===== src/rtl/eny_sched_pkg.sv =====
// Shared definitions for the enemy-tank scheduler and the tank instances.
//   - sched_state_e : scheduler FSM encoding (IDLE/RUN/DRAIN/DONE)
//   - slot_idx_t    : 2-bit enemy slot index
//   - NUM_SLOTS     : number of enemy-tank slots
//   - corner_x/y    : spawn corner of each slot (slot i spawns at corner i)
//   - lowest_free_onehot : one-hot of the lowest-index slot whose alive bit is 0
package eny_sched_pkg;

  localparam int NUM_SLOTS = 4;

  typedef logic [1:0] slot_idx_t;

  typedef enum logic [1:0] {
    ST_IDLE  = 2'd0,
    ST_RUN   = 2'd1,
    ST_DRAIN = 2'd2,
    ST_DONE  = 2'd3
  } sched_state_e;

  // Playfield corners in tank-grid units: left/right column, top/bottom row.
  localparam logic [4:0] CORNER_X_LEFT   = 5'd0;
  localparam logic [4:0] CORNER_X_RIGHT  = 5'd16;
  localparam logic [4:0] CORNER_Y_TOP    = 5'd0;
  localparam logic [4:0] CORNER_Y_BOTTOM = 5'd20;

  // Bit 0 of the slot index selects the column, bit 1 the row.
  function automatic logic [4:0] corner_x(input slot_idx_t s);
    return s[0] ? CORNER_X_RIGHT : CORNER_X_LEFT;
  endfunction

  function automatic logic [4:0] corner_y(input slot_idx_t s);
    return s[1] ? CORNER_Y_BOTTOM : CORNER_Y_TOP;
  endfunction

  function automatic logic [3:0] lowest_free_onehot(input logic [3:0] alive);
    logic [3:0] r;
    if (!alive[0]) begin
      r = 4'b0001;
    end else if (!alive[1]) begin
      r = 4'b0010;
    end else if (!alive[2]) begin
      r = 4'b0100;
    end else if (!alive[3]) begin
      r = 4'b1000;
    end else begin
      r = 4'b0000;
    end
    return r;
  endfunction

endpackage


===== src/rtl/enytank_sched_rr_arbiter4.sv =====
// rr_arbiter4: 4-way round-robin arbiter with an internal rotating pointer.
// Ports:
//   clk, rst_n : clock, asynchronous active-low reset (pointer -> 0)
//   en         : arbitration enable; pointer only moves on an enabled grant
//   req[3:0]   : request vector
//   gnt[3:0]   : combinational one-hot grant (zero when en=0 or no request)
//   valid      : a grant is being issued this cycle
// The search starts at the pointer; after a grant the pointer moves to
// granted+1 (mod 4) so the winner becomes lowest priority.
module rr_arbiter4
  import eny_sched_pkg::*;
(
  input  logic       clk,
  input  logic       rst_n,
  input  logic       en,
  input  logic [3:0] req,
  output logic [3:0] gnt,
  output logic       valid
);

  slot_idx_t  rr_ptr_r;
  slot_idx_t  cand_s;
  slot_idx_t  pick_s;
  logic       found_s;
  logic [3:0] pick_oh_s;

  // Scan the four slots starting at the pointer; first requester wins.
  always_comb begin
    found_s   = 1'b0;
    pick_s    = 2'd0;
    pick_oh_s = 4'b0000;
    cand_s    = 2'd0;
    for (int k = 0; k < NUM_SLOTS; k++) begin
      cand_s = rr_ptr_r + slot_idx_t'(k);
      if (!found_s && req[cand_s]) begin
        found_s   = 1'b1;
        pick_s    = cand_s;
        pick_oh_s = 4'b0001 << cand_s;
      end else begin
        found_s   = found_s;
      end
    end
  end

  assign gnt   = en ? pick_oh_s : 4'b0000;
  assign valid = en & found_s;

  // Rotate the pointer past the slot that just won.
  always_ff @(posedge clk or negedge rst_n) begin
    if (!rst_n) begin
      rr_ptr_r <= 2'd0;
    end else if (en && found_s) begin
      rr_ptr_r <= pick_s + 2'd1;
    end else begin
      rr_ptr_r <= rr_ptr_r;
    end
  end

endmodule


===== src/rtl/enytank_sched.sv =====
// enytank_sched: central scheduler for the four enemy-tank slots.
// Paces spawns with a tick-based gap counter, enforces the per-level enemy
// quota, round-robin arbitrates the shared enemy-bullet launcher and flags
// level cleared.
// Ports:
//   clk, rst_n   : clock, asynchronous active-low reset
//   pause        : (only with ENYTANK_SCHED_PAUSE_EN) freeze counters, spawns,
//                  grants and FSM; game_over still aborts
//   tick         : 4 Hz one-clk pulse, game-rate time base
//   game_start   : one-clk pulse, starts a level (from IDLE or DONE)
//   game_over    : level; aborts to IDLE, has priority over game_start
//   slot_alive   : per-slot tank alive feedback
//   fire_req     : per-slot fire request level
//   bul_busy     : shared enemy bullet in flight
//   tank_en      : per-slot spawn request, held until slot_alive acknowledges
//   fire_gnt     : one-hot, one-clk fire grant pulse
//   remaining    : enemies not yet spawned this level
//   level_clear  : all enemies spawned and destroyed
//   sched_state  : FSM state (IDLE=0, RUN=1, DRAIN=2, DONE=3)
// Optional feature macro: ENYTANK_SCHED_PAUSE_EN (adds the pause input).
module enytank_sched
  import eny_sched_pkg::*;
#(
  parameter int TOTAL_ENEMIES = 20,
  parameter int SPAWN_GAP     = 8,
  parameter int FIRE_TMO      = 2
) (
  input  logic       clk,
  input  logic       rst_n,
`ifdef ENYTANK_SCHED_PAUSE_EN
  input  logic       pause,
`endif
  input  logic       tick,
  input  logic       game_start,
  input  logic       game_over,
  input  logic [3:0] slot_alive,
  input  logic [3:0] fire_req,
  input  logic       bul_busy,
  output logic [3:0] tank_en,
  output logic [3:0] fire_gnt,
  output logic [4:0] remaining,
  output logic       level_clear,
  output logic [1:0] sched_state
);

  localparam logic [4:0] TOTAL_L    = 5'(TOTAL_ENEMIES);
  localparam logic [3:0] SPAWN_GAP_L = 4'(SPAWN_GAP);
  localparam logic [3:0] FIRE_TMO_L  = 4'(FIRE_TMO);

  sched_state_e state_r;
  logic [4:0]   remaining_r;
  logic [3:0]   gap_cnt_r;
  logic [3:0]   tank_en_r;
  logic [3:0]   fire_gnt_r;
  logic         fire_lock_r;
  logic         busy_seen_r;
  logic [3:0]   tmo_cnt_r;
  logic         level_clear_r;

  logic         pause_s;
  logic         tick_s;
  logic         start_s;
  logic [3:0]   spawn_pick_s;
  logic         spawn_ok_s;
  logic         arb_en_s;
  logic [3:0]   arb_req_s;
  logic [3:0]   arb_gnt_s;
  logic         arb_valid_s;

`ifdef ENYTANK_SCHED_PAUSE_EN
  assign pause_s = pause;
`else
  assign pause_s = 1'b0;
`endif

  // Qualified events and the spawn / grant eligibility conditions.
  always_comb begin
    tick_s       = tick & ~pause_s;
    start_s      = game_start & ~pause_s;
    spawn_pick_s = lowest_free_onehot(slot_alive);
    spawn_ok_s   = !pause_s && (gap_cnt_r == 4'd0) && (tank_en_r == 4'b0000) &&
                   (remaining_r != 5'd0) && (spawn_pick_s != 4'b0000);
    arb_req_s    = fire_req & slot_alive;
    arb_en_s     = !game_over && !pause_s && !fire_lock_r && !bul_busy &&
                   ((state_r == ST_RUN) || (state_r == ST_DRAIN));
  end

  rr_arbiter4 u_fire_arb (
    .clk   (clk),
    .rst_n (rst_n),
    .en    (arb_en_s),
    .req   (arb_req_s),
    .gnt   (arb_gnt_s),
    .valid (arb_valid_s)
  );

  // Scheduler FSM, spawn handshake and fire-lock tracking.
  always_ff @(posedge clk or negedge rst_n) begin
    if (!rst_n) begin
      state_r       <= ST_IDLE;
      remaining_r   <= 5'd0;
      gap_cnt_r     <= 4'd0;
      tank_en_r     <= 4'b0000;
      fire_gnt_r    <= 4'b0000;
      fire_lock_r   <= 1'b0;
      busy_seen_r   <= 1'b0;
      tmo_cnt_r     <= 4'd0;
      level_clear_r <= 1'b0;
    end else if (game_over) begin
      // Abort; remaining is kept so the display still shows it.
      state_r       <= ST_IDLE;
      tank_en_r     <= 4'b0000;
      fire_gnt_r    <= 4'b0000;
      fire_lock_r   <= 1'b0;
      busy_seen_r   <= 1'b0;
      tmo_cnt_r     <= 4'd0;
      level_clear_r <= 1'b0;
    end else begin
      fire_gnt_r <= arb_gnt_s;

      // Lock is released by bul_busy falling after it was seen high, or by
      // the tick timeout if the bullet never launched.
      if (arb_valid_s) begin
        fire_lock_r <= 1'b1;
        busy_seen_r <= 1'b0;
        tmo_cnt_r   <= FIRE_TMO_L;
      end else if (fire_lock_r) begin
        if (bul_busy) begin
          busy_seen_r <= 1'b1;
        end else if (busy_seen_r) begin
          fire_lock_r <= 1'b0;
          busy_seen_r <= 1'b0;
        end else if (tick_s) begin
          if (tmo_cnt_r <= 4'd1) begin
            fire_lock_r <= 1'b0;
            tmo_cnt_r   <= 4'd0;
          end else begin
            tmo_cnt_r   <= tmo_cnt_r - 4'd1;
          end
        end else begin
          tmo_cnt_r <= tmo_cnt_r;
        end
      end else begin
        busy_seen_r <= 1'b0;
      end

      // Spawn request drops once the requested slot reports alive; a slot
      // that never comes alive keeps its request (no retry elsewhere).
      if ((tank_en_r & slot_alive) != 4'b0000) begin
        tank_en_r <= 4'b0000;
      end else begin
        tank_en_r <= tank_en_r;
      end

      case (state_r)
        ST_IDLE, ST_DONE: begin
          if (start_s) begin
            state_r       <= ST_RUN;
            remaining_r   <= TOTAL_L;
            gap_cnt_r     <= 4'd0;
            level_clear_r <= 1'b0;
          end else begin
            state_r       <= state_r;
          end
        end
        ST_RUN: begin
          if (pause_s) begin
            state_r <= state_r;
          end else if ((remaining_r == 5'd0) && (tank_en_r == 4'b0000)) begin
            state_r <= ST_DRAIN;
          end else if (spawn_ok_s) begin
            tank_en_r   <= spawn_pick_s;
            remaining_r <= remaining_r - 5'd1;
            gap_cnt_r   <= SPAWN_GAP_L;
          end else if (tick_s && (gap_cnt_r != 4'd0)) begin
            gap_cnt_r   <= gap_cnt_r - 4'd1;
          end else begin
            gap_cnt_r   <= gap_cnt_r;
          end
        end
        ST_DRAIN: begin
          if (!pause_s && (slot_alive == 4'b0000)) begin
            state_r       <= ST_DONE;
            level_clear_r <= 1'b1;
          end else begin
            state_r       <= state_r;
          end
        end
        default: begin
          state_r <= ST_IDLE;
        end
      endcase
    end
  end

  assign tank_en     = tank_en_r;
  assign fire_gnt    = fire_gnt_r;
  assign remaining   = remaining_r;
  assign level_clear = level_clear_r;
  assign sched_state = state_r;

endmodule


===== config.mk =====
export PLATFORM = sky130hd
export DESIGN_NAME = enytank_sched
export DESIGN_NICKNAME = d
export VERILOG_FILES = /design/src/rtl/eny_sched_pkg.sv /design/src/rtl/enytank_sched_rr_arbiter4.sv /design/src/rtl/enytank_sched.sv
export SDC_FILE = /design/constraint.sdc
export NUM_CORES = 1
export LEC_CHECK = 0
export CAP_MARGIN = 20
export CORE_MARGIN = 4
export CORE_UTILIZATION = 25
export CTS_CLUSTER_DIAMETER = 80
export DETAILED_ROUTE_END_ITERATION = 12
export SLEW_MARGIN = 15
export SYNTH_ARGS = -nofsm -noshare
export SYNTH_HDL_FRONTEND = slang
export SYNTH_SLANG_ARGS = --single-unit

===== constraint.sdc =====
create_clock -name clk -period 2.6 [get_ports clk]
set_input_delay 0.52 -clock clk [delete_from_list [all_inputs] [get_ports clk]]
set_output_delay 0.52 -clock clk [all_outputs]
set_load 0.02 [all_outputs]

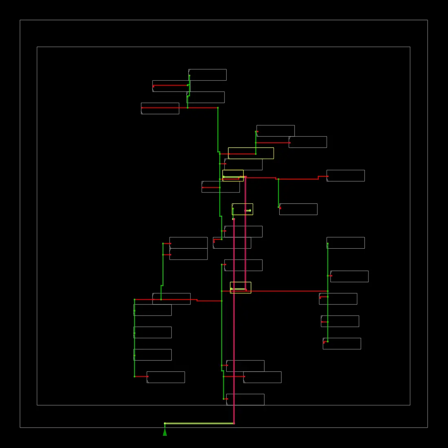
Run 1: the clock network
flop count: 28
clkbuf count: 3

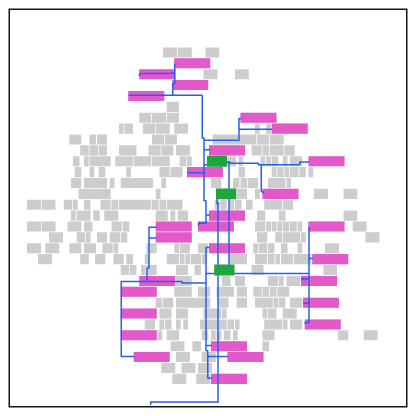
Run 1: routed clock nets over the placement
Scale: 4 px per µm.
[flip-flops] magenta | count: 28
[clock drivers] green | count: 3
[clock wires] blue | length: 401 µm
routed clock nets: 4
clk latency late pin: 0.28 ns
Setup Skew: 0.00732 ns

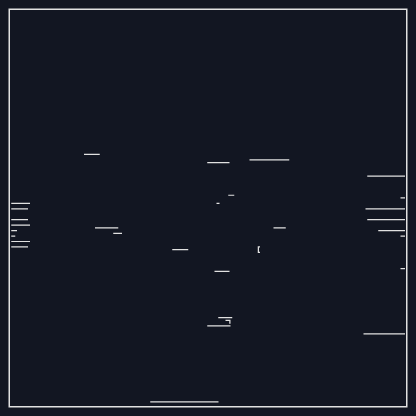
Run 1: met3 routing
Scale: 4 px per µm.
nets with wire on the layer: 28
main direction: horizontal

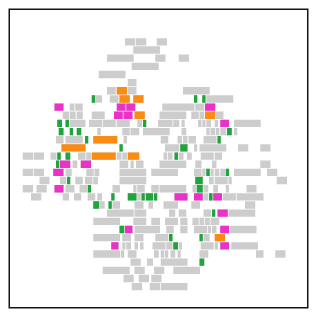
Run 1: selected gate families
Scale: 3 px per µm.
[mux cells] orange | cells: 10
[nand cells] green | cells: 38
[non-inverting ao/oa cells] magenta | cells: 19
Non-Filler Instances: 369
most frequent logic cell in the layout: clkdlybuf4s50_1
logic share of the area: 47.6%

==> run_results.csv, run 1 <==
group,metric,value,unit
status,status,"finished clean",
global_routing,grt_use_met1,13.5,%
power,p_leak,0.00111,µW
finish,sh_seq_area,26.6,%
floorplanning,die_h,99.0,µm
power,switching_share,42.2,%
route,drc,0,
route,vias,1802,
route,wl_met1,2440,µm
clock_tree,clkSlewWorstSetupHoldPaths,0.10,ns
placed_design,dp_hpwl,3770,µm
final_timing,holdWs,0.541,ns
finish,synthToLayoutAreaGrowth,27.3,%
critical_path,timing.rr.start,"gap_cnt_r[0]$_DFFE_PN0P_",
global_routing,grtUsageTotal,10.1,%
power,power_frac_seq,25.8,%
route,drt-initial-drc-count,101,
finish,clock_cell_area_share,2.71,%
clock_tree,root_buffer,"clkbuf_8",
critical_path,worst-path-max-fanout,3,
critical_path,worst_setup_path_start_kind,"flip-flop",
min_path,min_to,"busy_seen_r$_DFF_PN0_",
finish,largest_register_ffs,5,
power,p_int,1500,µW
synth,synthTopCellsByCount,"dfrtp_1, nand2_1, inv_1, nor2_1, o21ai_0",
critical_path,worstSetupEndpointType,"flip-flop",
finish,inv_count,15,
synth,yosysTopAreaCell,"dfrtp_1",
power,pwr-share-clk,13.4,%
clock_tree,cts_tree,"yes",
power,total_power,2600,µW
global_routing,grt_use_met2,16.9,%
critical_path,critPathKind,"flip-flop to flip-flop",
placed_design,place_ws,0.0125,ns
clock_tree,cts_made_buffers,3,
min_path,min_path_cells,2,
final_timing,setup_ws,0.265,ns
critical_path,r2r_end,"remaining[4]$_DFFE_PN0P_",
global_routing,antenna_found_initial,0,
power,p_clk,349,µW
finish,final_nets,294,
clock_tree,cts_resized,0,
power,ir_worst_vdd,254,µV
synth,synthesis.area,2070,µm²
synth,synthMostInstantiatedCell,"dfrtp_1",
placed_design,gp_congestion,0.788,
route,wl_per_cell,13.1,µm
finish,comb_cells,173,
finish,final_area,2640,µm²
critical_path,cp_num_cells,8,
route,top_layer_used,"met4",
floorplanning,initial_utilization,26.3,%
floorplanning,rows,32,
final_timing,slew_headroom,74.6,%
route,wl,4820,µm
synth,topCellsByArea,"dfrtp_1, ha_1, nand2_1",
final_timing,finalCriticalPeriod,2.33,ns
route,wl_met3,139,µm
critical_path,reg2regPathDepth,8,
finish,drive_gt1_share,14.6,%
floorplanning,ios,30,
synth,synthCells,226,
power,pwr-share-comb,60.8,%
critical_path,path_cells,"inv_1 > ha_1 > or3b_2 > nor4_2 > nor2b_2 > nor3b_2 > nand3_1 > a21o_1",
final_timing,fin_crit_sh,89.8,%
power,pg_seq,670,µW
clock_tree,clockBufferDepth,2,
route,drt_pass1_iterations,4,
synth,syn_nets,252,
finish,largest_cell_class,"multi-input combinational cells",
finish,num-nonclk-buffers,47,
placed_design,place_inst,365,
global_routing,grt-ovfl-total,0,
finish,bufAreaShareNonClock,16.1,%
critical_path,worstPathArrival,2.52,ns
min_path,hold_class,"flip-flop to flip-flop",
floorplanning,taps,102,
synth,synth-seq-cells,28,
final_timing,setup_violations,0,
floorplanning,die_w,99.0,µm
power,power_leader,"combinational logic",
finish,register_area,701,µm²
clock_tree,post-cts-setup-buffers,0,
clock_tree,hold_buffers,0,
job,drv_cap,0,
critical_path,ff2ff_setup_slack,0.27,ns
final_timing,slew_viol_final,0,
global_routing,grt_max_degree,29,
synth,ys_cells,226,
final_timing,fmax,428,MHz
critical_path,worstPathRequired,2.78,ns
route,antenna_left,0,
final_timing,worst_pin_slew,0.371,ns
placed_design,portBuffers,29,
critical_path,critPathSlowestCell,"or3b_2",
route,routed_via_density,4.88,
synth,synth-edff-count,0,
synth,flop_cell,"dfrtp_1",
global_routing,grt_pass1_wl,8340,µm
final_timing,rsz0062_at_grt,"no",
clock_tree,h-tree-depth,1,
final_timing,fin_tns_setup,0,ns
finish,multiInputGateArea,1250,µm²
critical_path,max_stage_delay,0.47,ns
synth,avgSynthCellArea,9.16,µm²
synth,synth_seq_share,33.8,%
critical_path,critPathBufInv,1,
synth,ys_area,2070,µm²
global_routing,grt_pass1_vias,1825,
global_routing,top_usage_layer,"met2",
global_routing,grt_use_met3,0.920,%
route,wl_met2,2170,µm
synth,yosysTopAreaCellShare,33.8,%
power,comb-power,1580,µW
finish,fin_util,33.4,%
min_path,hp-start,"fire_lock_r$_DFF_PN0_",
power,p_sw,1100,µW
synth,ys_warn_count,0,
finish,diodes,0,
synth,ys_async_sr_fraction,100,%
finish,fillers,804,
critical_path,critPathLaunch,"gap_cnt_r[0]$_DFFE_PN0P_",
critical_path,critPathTopFamily,"simple AND/OR/NAND/NOR gates",
job,warnings,33,
clock_tree,cts.sinks,28,
power,power_density,987,nW/µm²
finish,lay_top_cells,"clkdlybuf4s50_1, dfrtp_1, nand2_1",
## run 1: logic make-up after synthesis
kind of cell	after synthesis	synth area share [%]
AND/OR/NAND/NOR	85	22.6
multiplexers	10	6.71
adder cells (fa/ha/maj)	12	7.25
buffers and inverters	25	5.62
flip-flops	28	33.8
XOR/XNOR	4	1.69
AND-OR/OR-AND	62	22.3
## run 1: worst min-delay path: cells and delay by family (launching register included)
kind | cells | cell delay [ns]
DFF | 1 | 0.41
and+or+nand+nor | 2 | 0.10
==> run 2: changes to the inputs <==
--- a/config.mk
+++ b/config.mk
@@ -6,10 +6,13 @@
 export NUM_CORES = 1
 export LEC_CHECK = 0
 export CAP_MARGIN = 20
+export CELL_PAD_IN_SITES_DETAIL_PLACEMENT = 1
+export CELL_PAD_IN_SITES_GLOBAL_PLACEMENT = 2
 export CORE_MARGIN = 4
 export CORE_UTILIZATION = 25
 export CTS_CLUSTER_DIAMETER = 80
 export DETAILED_ROUTE_END_ITERATION = 12
+export PLACE_DENSITY = 0.66
 export SLEW_MARGIN = 15
 export SYNTH_ARGS = -nofsm -noshare
 export SYNTH_HDL_FRONTEND = slang
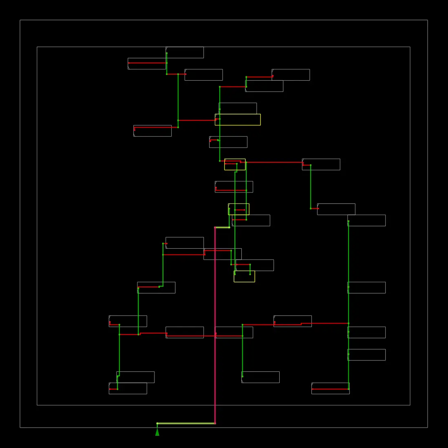
Run 2: the clock network
TritonCTS Buffers: 3
# clock sinks: 28
clk pwr: 356 µW
Setup Skew: 0.0124 ns

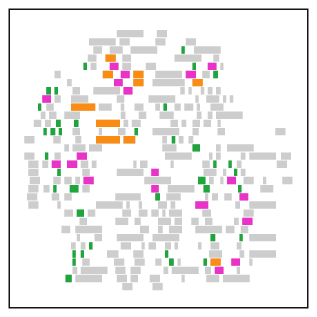
Run 2: selected gate families
Scale: 3 px per µm.
logic share of the area: 46.5%
Non-Filler Instances: 377

==> run_results.csv, run 2 <==
group,metric,value,unit
placed_design,portBuffers,29,
min_path,hold_class,"flip-flop to flip-flop",
global_routing,grt_use_met3,0.708,%
synth,yosysTopAreaCell,"dfrtp_1",
synth,synth.logic.top_family,"simple AND/OR/NAND/NOR gates",
synth,synth_seq_share,33.8,%
global_routing,grtUsageTotal,12.4,%
route,wl_per_cell,15.2,µm
clock_tree,clockBufferDepth,2,
power,switching_share,42.8,%
final_timing,worst_pin_slew,0.351,ns
finish,clock_cell_area_share,2.65,%
placed_design,place_ws,-0.00613,ns
clock_tree,insertion_delay,0.28,ns
status,status,"finished clean",
placed_design,dp_hpwl,4570,µm
power,power_frac_seq,24.9,%
final_timing,setup_violations,0,
critical_path,timing.rr.start,"sched_state[0]$_DFFE_PN0P_",
final_timing,holdWs,0.548,ns
power,p_int,1550,µW
global_routing,grt_use_met1,17.0,%
synth,adder_share,7.25,%
min_path,min_path_cells,2,
synth,yosys-mux-area-fraction,6.71,%
min_path,hp-start,"fire_lock_r$_DFF_PN0_",
floorplanning,die_h,99.0,µm
global_routing,grt_pass1_vias,2033,
finish,largest_register_ffs,5,
synth,flop_cell,"dfrtp_1",
power,power_density,1010,nW/µm²
synth,synthCells,226,
finish,fin_util,34.2,%
finish,clock_buffer_count,3,
critical_path,critPathLaunch,"sched_state[0]$_DFFE_PN0P_",
final_timing,fmax,418,MHz
finish,drive_gt1_share,17.1,%
final_timing,setup_ws,0.208,ns
synth,xor_share,1.69,%
finish,bufAreaShareNonClock,18.0,%
clock_tree,root_buffer,"clkbuf_8",
critical_path,worstSetupEndpointType,"flip-flop",
synth,topCellsByArea,"dfrtp_1, ha_1, nand2_1",
floorplanning,taps,102,
global_routing,grt-ovfl-total,0,
synth,avgSynthCellArea,9.16,µm²
clock_tree,hold_buffers,0,
clock_tree,h-tree-depth,1,
synth,synth-seq-cells,28,
route,wl_met2,2720,µm
synth,ys_area,2070,µm²
synth,syn_nets,252,
final_timing,rsz0062_at_grt,"no",
placed_design,place_inst,373,
power,ir_worst_vdd,211,µV
clock_tree,cts_tree,"yes",
final_timing,slew_viol_final,0,
global_routing,grt_use_met2,21.0,%
route,routed_via_density,5.07,
route,drc,0,
critical_path,max_stage_delay,0.42,ns
synth,yosysTopAreaCellShare,33.8,%
critical_path,worstPathArrival,2.56,ns
finish,inv_count,15,
synth,synth-edff-count,0,
synth,ys_warn_count,0,
finish,num-nonclk-buffers,55,
finish,diodes,0,
finish,multiInputGateArea,1250,µm²
finish,comb_cells,173,
floorplanning,rows,32,
route,vias,1911,
route,wl_met1,2890,µm
floorplanning,ios,30,
route,wl,5740,µm
global_routing,grt_pass1_wl,10000,µm
finish,fillers,922,
global_routing,top_usage_layer,"met2",
critical_path,critPathKind,"flip-flop to flip-flop",
clock_tree,clkSlewWorstSetupHoldPaths,0.11,ns
route,antenna_left,0,
critical_path,r2r_end,"tmo_cnt_r[2]$_DFFE_PN0P_",
power,pwr-share-comb,62.0,%
global_routing,antenna_found_initial,0,
route,drt_pass1_iterations,4,
floorplanning,initial_utilization,26.3,%
critical_path,critPathSlowestCell,"dfrtp_1",
critical_path,ff2ff_setup_slack,0.21,ns
synth,synthesis.area,2070,µm²
route,drt-initial-drc-count,31,
==> run 2: cell counts after synthesis <==
No cell type changed its count.
==> run 2: power groups by stage <==
stage / sequential [µW] / combinational, µW / clock, µW
after floorplan: 741 / 1040 / 0
after global placement: 686 / 1680 / 0
after detailed placement: 686 / 1700 / 0
after CTS: 679 / 1700 / 371
after global routing: 702 / 1880 / 383
final: 675 / 1680 / 356
==> run 2: critical path, delay by kind of cell, from the launching register on <==
| family | cells | cell delay (ns) |
|---|---|---|
| AOI/OAI and AO/OA | 3 | 0.55 |
| adders and majority gates | 1 | 0.31 |
| buffers and inverters | 4 | 0.56 |
| DFF | 1 | 0.42 |
| and+or+nand+nor | 2 | 0.41 |
==> run 3: changes to the inputs <==
--- a/config.mk
+++ b/config.mk
@@ -10,7 +10,7 @@
 export CELL_PAD_IN_SITES_GLOBAL_PLACEMENT = 2
 export CORE_MARGIN = 4
 export CORE_UTILIZATION = 25
-export CTS_CLUSTER_DIAMETER = 80
+export CTS_CLUSTER_DIAMETER = 30
 export DETAILED_ROUTE_END_ITERATION = 12
 export PLACE_DENSITY = 0.66
 export SLEW_MARGIN = 15
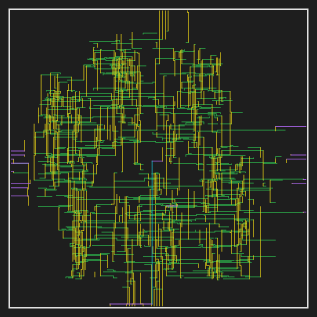
Run 3: routed metal, one color a layer
Scale: 3 px per µm.
[metal 3] purple | wire length: 82.0 µm
[metal 4] cyan | wire length: 47.6 µm
[metal 1] green | wire length: 2890 µm
[metal 2] yellow | wire length: 2720 µm

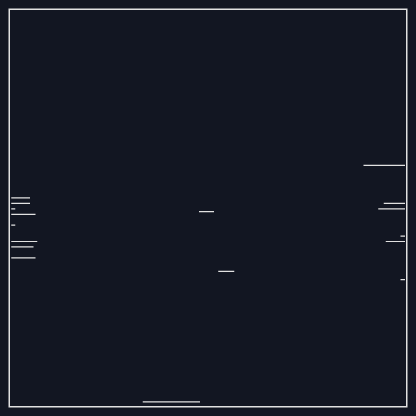
Run 3: met3 routing
Scale: 4 px per µm.
main direction: horizontal
nets with wire on the layer: 16
longest straight run: 14.0 µm

==> run_results.csv, run 3 <==
group,metric,value,unit
status,status,"finished clean",
power,comb-power,1680,µW
clock_tree,clockBufferDepth,2,
power,power_frac_seq,24.9,%
floorplanning,core_area,7890,µm²
route,vias,1911,
critical_path,worst_setup_path_start_kind,"flip-flop",
final_timing,slew_headroom,76.0,%
synth,topCellsByArea,"dfrtp_1, ha_1, nand2_1",
finish,fillers,922,
synth,ys_async_sr_fraction,100,%
job,drv_cap,0,
synth,syn_nets,252,
min_path,min_path_cells,2,
power,pwr-share-comb,62.0,%
synth,synth-seq-cells,28,
min_path,hold_class,"flip-flop to flip-flop",
power,ir_worst_vdd,211,µV
critical_path,critPathLaunch,"sched_state[0]$_DFFE_PN0P_",
power,total_power,2710,µW
placed_design,place_ws,-0.00613,ns
synth,yosysTopAreaCell,"dfrtp_1",
global_routing,grt_pass1_vias,2033,
final_timing,rsz0062_at_grt,"no",
finish,drive_gt1_share,17.1,%
power,power_density,1010,nW/µm²
final_timing,fmax,418,MHz
global_routing,grt_use_met2,21.0,%
critical_path,timing.rr.start,"sched_state[0]$_DFFE_PN0P_",
finish,final_area,2700,µm²
critical_path,worstPathRequired,2.77,ns
power,p_clk,356,µW
route,wl_met1,2890,µm
route,drt_pass1_iterations,4,
route,wl,5740,µm
critical_path,worst-path-max-fanout,6,
placed_design,portBuffers,29,
power,pwr-share-clk,13.1,%
placed_design,place_inst,373,
route,wl_per_cell,15.2,µm
synth,synthTopCellsByCount,"dfrtp_1, nand2_1, inv_1, nor2_1, o21ai_0",
clock_tree,cts_tree,"yes",
synth,synthMostInstantiatedCell,"dfrtp_1",
final_timing,slew_viol_final,0,
critical_path,worstSetupEndpointType,"flip-flop",
power,p_int,1550,µW
final_timing,finalCriticalPeriod,2.39,ns
finish,sh_seq_area,26.0,%
global_routing,grt-ovfl-total,0,
final_timing,fin_skew,0.0124,ns
final_timing,hold_viol_final,0,
finish,register_area,701,µm²
synth,ys_warn_count,0,
route,routed_via_density,5.07,
synth,avgSynthCellArea,9.16,µm²
critical_path,reg2regPathDepth,10,
global_routing,grt_pass1_wl,10000,µm
floorplanning,ios,30,
clock_tree,post-cts-setup-buffers,0,
power,switching_share,42.8,%
global_routing,grt_max_degree,29,
final_timing,fin_tns_setup,0,ns
route,antenna_left,0,
finish,bufAreaShareNonClock,18.0,%
clock_tree,clkSlewWorstSetupHoldPaths,0.11,ns
floorplanning,rows,32,
finish,synthToLayoutAreaGrowth,30.2,%
power,pg_seq,675,µW
floorplanning,taps,102,
finish,multiInputGateArea,1250,µm²
job,warnings,33,
finish,lay_top_cells,"clkdlybuf4s50_1, dfrtp_1, buf_4",
finish,fin_cells,377,
final_timing,fin_crit_sh,92.0,%
synth,ys_cells,226,
route,wl_met3,81,µm
final_timing,setup_ws,0.208,ns
floorplanning,initial_utilization,26.3,%
placed_design,postPlaceCellArea,2620,µm²
clock_tree,insertion_delay,0.28,ns
synth,synth-edff-count,0,
placed_design,gp_congestion,0.775,
finish,num-nonclk-buffers,55,
floorplanning,die_w,99.0,µm
finish,sh_comb_area,46.5,%
min_path,min_to,"busy_seen_r$_DFF_PN0_",
finish,clock_cell_area_share,2.65,%
floorplanning,die_area,9800,µm²
final_timing,worst_pin_slew,0.351,ns
clock_tree,root_buffer,"clkbuf_8",
synth,ys_types,58,
finish,largest_register_ffs,5,
clock_tree,hold_buffers,0,
final_timing,holdWs,0.548,ns
finish,comb_cells,173,
synth,synth_seq_share,33.8,%
finish,diodes,0,
synth,flop_cell,"dfrtp_1",
finish,inv_count,15,
finish,largest_cell_class,"multi-input combinational cells",
synth,yosysTopAreaCellShare,33.8,%
route,drc,0,
critical_path,r2r_end,"tmo_cnt_r[2]$_DFFE_PN0P_",
clock_tree,h-tree-depth,1,
critical_path,ff2ff_setup_slack,0.21,ns
critical_path,worstPathArrival,2.56,ns
route,wl_met2,2720,µm
global_routing,grtUsageTotal,12.4,%
placed_design,dp_hpwl,4570,µm
route,top_layer_used,"met4",
finish,clock_buffer_count,3,
finish,fin_util,34.2,%
critical_path,critPathKind,"flip-flop to flip-flop",
global_routing,antenna_found_initial,0,
power,p_sw,1160,µW
global_routing,grt_use_met3,0.708,%
global_routing,grt_use_met1,17.0,%
final_timing,setup_violations,0,
synth,synthCells,226,
synth,ys_area,2070,µm²
power,power_leader,"combinational logic",
global_routing,top_usage_layer,"met2",
synth,synthesis.area,2070,µm²
floorplanning,die_h,99.0,µm
clock_tree,cts_made_buffers,3,
clock_tree,cts.sinks,28,
finish,flop-count,28,
finish,final_nets,302,
min_path,hp-start,"fire_lock_r$_DFF_PN0_",
power,p_leak,0.00114,µW
route,drt-initial-drc-count,31,
finish,layout_top_cell,"clkdlybuf4s50_1",
clock_tree,cts_resized,0,
critical_path,critPathCapture,"tmo_cnt_r[2]$_DFFE_PN0P_",
## run 3: cell counts in the layout (fill, tap and decap cells not counted)
No cell type changed its count.
## run 3: worst max-delay path, stage by stage, from the launching register on
cell,delay (ns)
dfrtp_1,0.42
inv_1,0.06
ha_1,0.31
nor4_1,0.31
buf_4,0.19
o41ai_2,0.07
buf_4,0.16
a21oi_1,0.26
nor2_1,0.10
buf_4,0.15
a22o_1,0.22
## run 3: cells by family after synthesis
| family | Yosys count | share of synthesized area, % |
|---|---|---|
| multiplexers | 10 | 6.71 |
| flip-flops | 28 | 33.8 |
| buffers and inverters | 25 | 5.62 |
| XOR/XNOR | 4 | 1.69 |
| AND-OR/OR-AND | 62 | 22.3 |
| AND/OR/NAND/NOR | 85 | 22.6 |
| adder cells (fa/ha/maj) | 12 | 7.25 |
Power is estimated from default activity; no workload was simulated.
